===== src/rtl/uart_cfg_readback_pkg.sv =====
// Shared types and constants for the configuration readback transmitter.
// The frame layout lives here so the byte order is defined in one place.
package uart_cfg_pkg;

  localparam logic [7:0] DEFAULT_HEADER_BYTE = 8'hA5;
  localparam int         FRAME_LEN           = 8;

  localparam int BYTE_HDR    = 0;
  localparam int BYTE_NSAT   = 1;
  localparam int BYTE_FLAGS  = 2;
  localparam int BYTE_CA_HI  = 3;
  localparam int BYTE_CA_LO  = 4;
  localparam int BYTE_DOP    = 5;
  localparam int BYTE_SNR    = 6;
  localparam int BYTE_CSUM   = 7;

  localparam int FLAG_ENABLE   = 0;
  localparam int FLAG_MSG_PRE  = 4;
  localparam int FLAG_NOISE    = 5;
  localparam int FLAG_SIGNAL   = 6;
  localparam int FLAG_CA_START = 7;

  typedef enum logic [2:0] {IDLE, START, DATA, STOP, DONE} state_t;

  typedef struct packed {
    logic        enable;
    logic [4:0]  n_sat;
    logic        use_msg_preset;
    logic        noise_off;
    logic        signal_off;
    logic        ca_phase_start;
    logic [15:0] ca_phase;
    logic [7:0]  doppler;
    logic [7:0]  snr;
  } cfg_t;

  // Byte idx of the frame built from snapshot c; checksum covers bytes 1..6.
  function automatic logic [7:0] frame_byte(input cfg_t c, input logic [2:0] idx,
                                            input logic [7:0] hdr);
    logic [7:0] b [FRAME_LEN];
    b[BYTE_HDR]                  = hdr;
    b[BYTE_NSAT]                 = {3'b000, c.n_sat};
    b[BYTE_FLAGS]                = '0;
    b[BYTE_FLAGS][FLAG_ENABLE]   = c.enable;
    b[BYTE_FLAGS][FLAG_MSG_PRE]  = c.use_msg_preset;
    b[BYTE_FLAGS][FLAG_NOISE]    = c.noise_off;
    b[BYTE_FLAGS][FLAG_SIGNAL]   = c.signal_off;
    b[BYTE_FLAGS][FLAG_CA_START] = c.ca_phase_start;
    b[BYTE_CA_HI]                = c.ca_phase[15:8];
    b[BYTE_CA_LO]                = c.ca_phase[7:0];
    b[BYTE_DOP]                  = c.doppler;
    b[BYTE_SNR]                  = c.snr;
    b[BYTE_CSUM]                 = b[BYTE_NSAT] ^ b[BYTE_FLAGS] ^ b[BYTE_CA_HI] ^
                                   b[BYTE_CA_LO] ^ b[BYTE_DOP] ^ b[BYTE_SNR];
    return b[idx];
  endfunction

endpackage


===== src/rtl/uart_cfg_readback_if.sv =====
// Request, configuration fields and serial/status outputs of the readback block.
interface uart_cfg_readback_if;
  logic        req_in;
  logic        enable_in;
  logic [4:0]  n_sat_in;
  logic        use_msg_preset_in;
  logic        noise_off_in;
  logic        signal_off_in;
  logic        ca_phase_start_in;
  logic [15:0] ca_phase_in;
  logic [7:0]  doppler_in;
  logic [7:0]  snr_in;
  logic        tx_out;
  logic        busy_out;
  logic        done_out;

  modport master (
    output req_in, enable_in, n_sat_in, use_msg_preset_in, noise_off_in,
           signal_off_in, ca_phase_start_in, ca_phase_in, doppler_in, snr_in,
    input  tx_out, busy_out, done_out
  );

  modport slave (
    input  req_in, enable_in, n_sat_in, use_msg_preset_in, noise_off_in,
           signal_off_in, ca_phase_start_in, ca_phase_in, doppler_in, snr_in,
    output tx_out, busy_out, done_out
  );
endinterface


===== src/rtl/uart_cfg_readback_tx_byte.sv =====
// One 8N1 byte serializer. A load in the last cycle of a stop bit chains the
// next byte with no idle gap; bit_tick marks the last cycle of every bit.
module uart_tx_byte #(
  parameter int CLKS_PER_BIT = 142
) (
  input  logic       clk_in,
  input  logic       rst_in,
  input  logic       load,
  input  logic [7:0] data,
  output logic       tx,
  output logic       byte_done,
  output logic       bit_tick
);
  localparam logic [9:0] CNT_LAST = 10'(CLKS_PER_BIT - 1);
  localparam logic [3:0] POS_STOP = 4'd9;

  logic       active;
  logic [9:0] cnt;
  logic [3:0] pos;   // 0 = start, 1..8 = data, 9 = stop
  logic [7:0] sh;

  assign bit_tick  = active && (cnt == CNT_LAST);
  assign byte_done = bit_tick && (pos == POS_STOP);

  always_ff @(posedge clk_in) begin
    if (rst_in) begin
      active <= 1'b0;
      cnt    <= '0;
      pos    <= '0;
      sh     <= '0;
    end else if (load) begin
      active <= 1'b1;
      cnt    <= '0;
      pos    <= '0;
      sh     <= data;
    end else if (active) begin
      if (cnt == CNT_LAST) begin
        cnt <= '0;
        if (pos == POS_STOP) active <= 1'b0;
        else                 pos    <= pos + 4'd1;
        if (pos != 4'd0 && pos != POS_STOP) sh <= sh >> 1;
      end else begin
        cnt <= cnt + 10'd1;
      end
    end
  end

  always_comb begin
    tx = 1'b1;
    if (active) begin
      if (pos == 4'd0)          tx = 1'b0;
      else if (pos != POS_STOP) tx = sh[0];
    end
  end
endmodule


===== src/rtl/uart_cfg_readback.sv =====
// Configuration readback: snapshots the live fields on request and sends an
// 8-byte frame (header, payload, XOR checksum) over a UART line.
module uart_cfg_readback
  import uart_cfg_pkg::*;
#(
  parameter int         CLKS_PER_BIT = 142,
  parameter logic [7:0] HEADER_BYTE  = DEFAULT_HEADER_BYTE
) (
  input  logic               clk_in,
  input  logic               rst_in,
  uart_cfg_readback_if.slave bus
);
  localparam logic [2:0] LAST_BYTE = 3'(FRAME_LEN - 1);
  localparam logic [2:0] LAST_BIT  = 3'd7;

  state_t     state, state_nx;
  cfg_t       cfg, live;
  logic [2:0] byte_idx, bit_idx;
  logic       accept, load, bit_tick, byte_done, tx;
  logic [7:0] load_data;

  always_comb begin
    live                = '0;
    live.enable         = bus.enable_in;
    live.n_sat          = bus.n_sat_in;
    live.use_msg_preset = bus.use_msg_preset_in;
    live.noise_off      = bus.noise_off_in;
    live.signal_off     = bus.signal_off_in;
    live.ca_phase_start = bus.ca_phase_start_in;
    live.ca_phase       = bus.ca_phase_in;
    live.doppler        = bus.doppler_in;
    live.snr            = bus.snr_in;
  end

  // DONE also accepts so frames can run back to back.
  assign accept = bus.req_in && (state == IDLE || state == DONE);

  always_ff @(posedge clk_in) begin
    if (rst_in) state <= IDLE;
    else        state <= state_nx;
  end

  always_comb begin
    state_nx = state;
    case (state)
      IDLE:    if (accept) state_nx = START;
      START:   if (bit_tick) state_nx = DATA;
      DATA:    if (bit_tick && bit_idx == LAST_BIT) state_nx = STOP;
      STOP:    if (byte_done) state_nx = (byte_idx == LAST_BYTE) ? DONE : START;
      DONE:    state_nx = accept ? START : IDLE;
      default: state_nx = IDLE;
    endcase
  end

  always_ff @(posedge clk_in) begin
    if (rst_in) begin
      cfg      <= '0;
      byte_idx <= '0;
      bit_idx  <= '0;
    end else begin
      if (accept) begin
        cfg      <= live;
        byte_idx <= '0;
      end
      if (state == START && bit_tick) bit_idx <= '0;
      if (state == DATA && bit_tick)  bit_idx <= bit_idx + 3'd1;
      if (state == STOP && byte_done && byte_idx != LAST_BYTE)
        byte_idx <= byte_idx + 3'd1;
    end
  end

  always_comb begin
    load      = 1'b0;
    load_data = HEADER_BYTE;
    if (accept) begin
      load = 1'b1;
    end else if (state == STOP && byte_done && byte_idx != LAST_BYTE) begin
      load      = 1'b1;
      load_data = frame_byte(cfg, byte_idx + 3'd1, HEADER_BYTE);
    end
    bus.busy_out = (state == START) || (state == DATA) || (state == STOP);
    bus.done_out = (state == DONE);
    bus.tx_out   = tx;
  end

  uart_tx_byte #(.CLKS_PER_BIT(CLKS_PER_BIT)) u_tx (
    .clk_in    (clk_in),
    .rst_in    (rst_in),
    .load      (load),
    .data      (load_data),
    .tx        (tx),
    .byte_done (byte_done),
    .bit_tick  (bit_tick)
  );
endmodule


===== src/flat_wrapper.sv =====
// flat-port wrapper written by rule: the top's interface ports become plain ports
module uart_cfg_readback_flat import uart_cfg_pkg::*;
#(
  parameter int         CLKS_PER_BIT = 142,
  parameter logic [7:0] HEADER_BYTE  = DEFAULT_HEADER_BYTE
)
  (clk_in, rst_in, bus_req_in, bus_enable_in, bus_n_sat_in, bus_use_msg_preset_in, bus_noise_off_in, bus_signal_off_in, bus_ca_phase_start_in, bus_ca_phase_in, bus_doppler_in, bus_snr_in, bus_tx_out, bus_busy_out, bus_done_out);
  uart_cfg_readback_if bus_i ();
  input  logic clk_in;
  input  logic rst_in;
  input wire logic [$bits(bus_i.req_in)-1:0] bus_req_in;
  input wire logic [$bits(bus_i.enable_in)-1:0] bus_enable_in;
  input wire logic [$bits(bus_i.n_sat_in)-1:0] bus_n_sat_in;
  input wire logic [$bits(bus_i.use_msg_preset_in)-1:0] bus_use_msg_preset_in;
  input wire logic [$bits(bus_i.noise_off_in)-1:0] bus_noise_off_in;
  input wire logic [$bits(bus_i.signal_off_in)-1:0] bus_signal_off_in;
  input wire logic [$bits(bus_i.ca_phase_start_in)-1:0] bus_ca_phase_start_in;
  input wire logic [$bits(bus_i.ca_phase_in)-1:0] bus_ca_phase_in;
  input wire logic [$bits(bus_i.doppler_in)-1:0] bus_doppler_in;
  input wire logic [$bits(bus_i.snr_in)-1:0] bus_snr_in;
  output wire logic [$bits(bus_i.tx_out)-1:0] bus_tx_out;
  output wire logic [$bits(bus_i.busy_out)-1:0] bus_busy_out;
  output wire logic [$bits(bus_i.done_out)-1:0] bus_done_out;
  assign bus_i.req_in = bus_req_in;
  assign bus_i.enable_in = bus_enable_in;
  assign bus_i.n_sat_in = bus_n_sat_in;
  assign bus_i.use_msg_preset_in = bus_use_msg_preset_in;
  assign bus_i.noise_off_in = bus_noise_off_in;
  assign bus_i.signal_off_in = bus_signal_off_in;
  assign bus_i.ca_phase_start_in = bus_ca_phase_start_in;
  assign bus_i.ca_phase_in = bus_ca_phase_in;
  assign bus_i.doppler_in = bus_doppler_in;
  assign bus_i.snr_in = bus_snr_in;
  assign bus_tx_out = bus_i.tx_out;
  assign bus_busy_out = bus_i.busy_out;
  assign bus_done_out = bus_i.done_out;
  uart_cfg_readback #(.CLKS_PER_BIT(CLKS_PER_BIT), .HEADER_BYTE(HEADER_BYTE)) u_core (.clk_in(clk_in), .rst_in(rst_in), .bus(bus_i));
endmodule

===== config.mk =====
export PLATFORM = sky130hd
export DESIGN_NAME = uart_cfg_readback_flat
export DESIGN_NICKNAME = d
export VERILOG_FILES = /design/src/rtl/uart_cfg_readback_pkg.sv /design/src/rtl/uart_cfg_readback_if.sv /design/src/rtl/uart_cfg_readback_tx_byte.sv /design/src/rtl/uart_cfg_readback.sv /design/src/flat_wrapper.sv
export SDC_FILE = /design/constraint.sdc
export NUM_CORES = 1
export LEC_CHECK = 0
export ABC_AREA = 1
export CELL_PAD_IN_SITES_DETAIL_PLACEMENT = 0
export CELL_PAD_IN_SITES_GLOBAL_PLACEMENT = 1
export CORE_MARGIN = 4
export CORE_UTILIZATION = 43
export CTS_BUF_LIST = sky130_fd_sc_hd__clkbuf_16
export CTS_CLUSTER_SIZE = 40
export DETAILED_ROUTE_END_ITERATION = 12
export HOLD_SLACK_MARGIN = 0.03
export PLACE_DENSITY_LB_ADDON = 0.08
export SETUP_SLACK_MARGIN = 0.05
export SYNTH_ARGS = -nofsm -noshare
export SYNTH_HDL_FRONTEND = slang
export SYNTH_SLANG_ARGS = --single-unit

===== constraint.sdc =====
create_clock -name clk_in -period 6.05 [get_ports clk_in]
set_clock_uncertainty 0.2 [all_clocks]
set_input_delay 1.815 -clock clk_in [delete_from_list [all_inputs] [get_ports clk_in]]
set_output_delay 1.815 -clock clk_in [all_outputs]
set_load 0.02 [all_outputs]

==> images/final_clocks.png <==
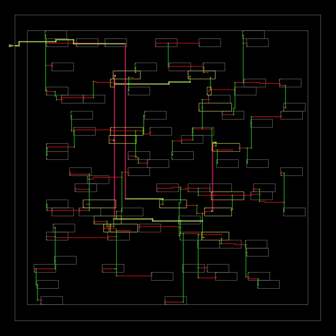
Seq Cell Count: 74
clock sinks: 74
TritonCTS Buffers: 9

==> images/drive_strength.png <==
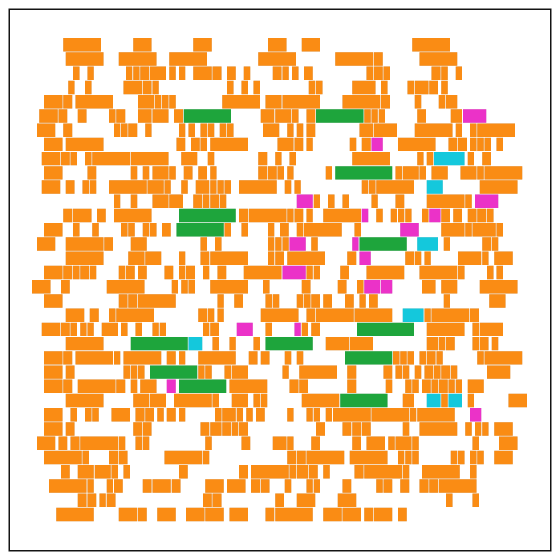
| colour | size | cells |
|---|---|---|
| magenta | drive 2 | 17 |
| cyan | drive 3 to 4 | 7 |
| orange | drive 1 or less | 574 |
| green | drive 6 and up | 13 |
final setup slack of the worst path: 2.067 ns
post-route cell area: 4790 um2

==> images/cell_classes.png <==
Bar = 20 um. Fill, decap, tap and diode cells in grey.
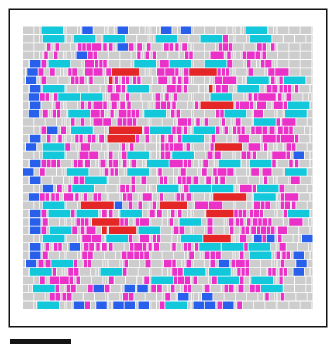
| colour | class | cells | share of their area |
|---|---|---|---|
| red | clock drivers and dummy loads | 16 | 7.7% |
| cyan | flip-flops | 74 | 32% |
| blue | other buffers and delay cells | 50 | 11% |
| magenta | all other logic | 471 | 50% |
Seq area share: 0.3093
Floorplan Core Area: 8763 um2
final cell utilization of the core: 0.5465

==> impl_metrics.yaml <==
# yosys + openroad results
finish:
  layout.nonclk_buf_frac: 0.1029
  regArea_um2: 1481
  regMostFlops: "u_core.cfg"
  num-clock-buffers: 9
route:
  met2WireLength_mm: 4.174
  route.detailed.wl_per_inst_um: 12.76
  antenna_left: 0
power_and_ir_drop:
  swShare: 0.3331
  p_leak_nw: 1.978
status:
  status: "finished, final reports clean"
synth:
  netlist_top_cells_area: "dfxtp_1 38%, nand2_1 10%, nor2_1 8.2%"
  flop_cell: "dfxtp_1"
  postSynthCellCount: 567
  synth_top_cell_by_area: "dfxtp_1"
  count_of_flip_flops_with_a_built_in_enable_after_synthesis: 0
timing:
  timing.final.max_slew_violations: 0
global_route:
  gr_met3_demand_resource: 0.03823
clocking:
  post-cts-setup-buffers: 0
  worstSkewPairLatency_ns: 0.33
  clockBufferDepth: 2
  htreeDepth: 3
  cts_tree: "built"
  cts_resized: 0
floorplan:
  die-area_um2: 10650
==> images/met2.png <==
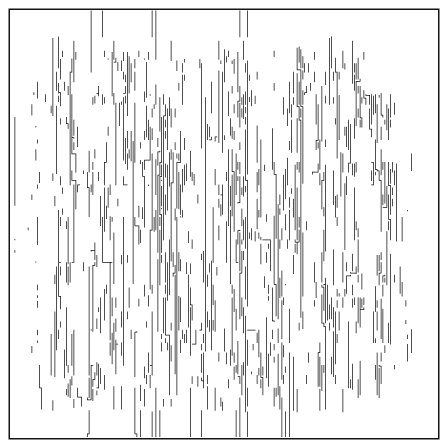
main direction: vertical
share of all routed wire: 46%
WL final: 9.172 mm
met2 track demand over resource: 0.3014
routed vias: 3581

==> images/gate_families.png <==
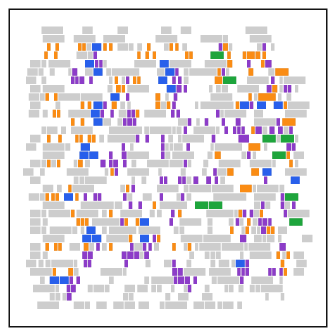
| colour | family | cells |
|---|---|---|
| green | adder and majority cells | 9 |
| orange | NOR gates | 107 |
| blue | XOR/XNOR gates | 28 |
| purple | NAND gates | 142 |
post-route non-filler standard cell count: 719
most common cell after layout, fill and taps aside: nand2_1
fraction of area in multi-input gates: 0.4378

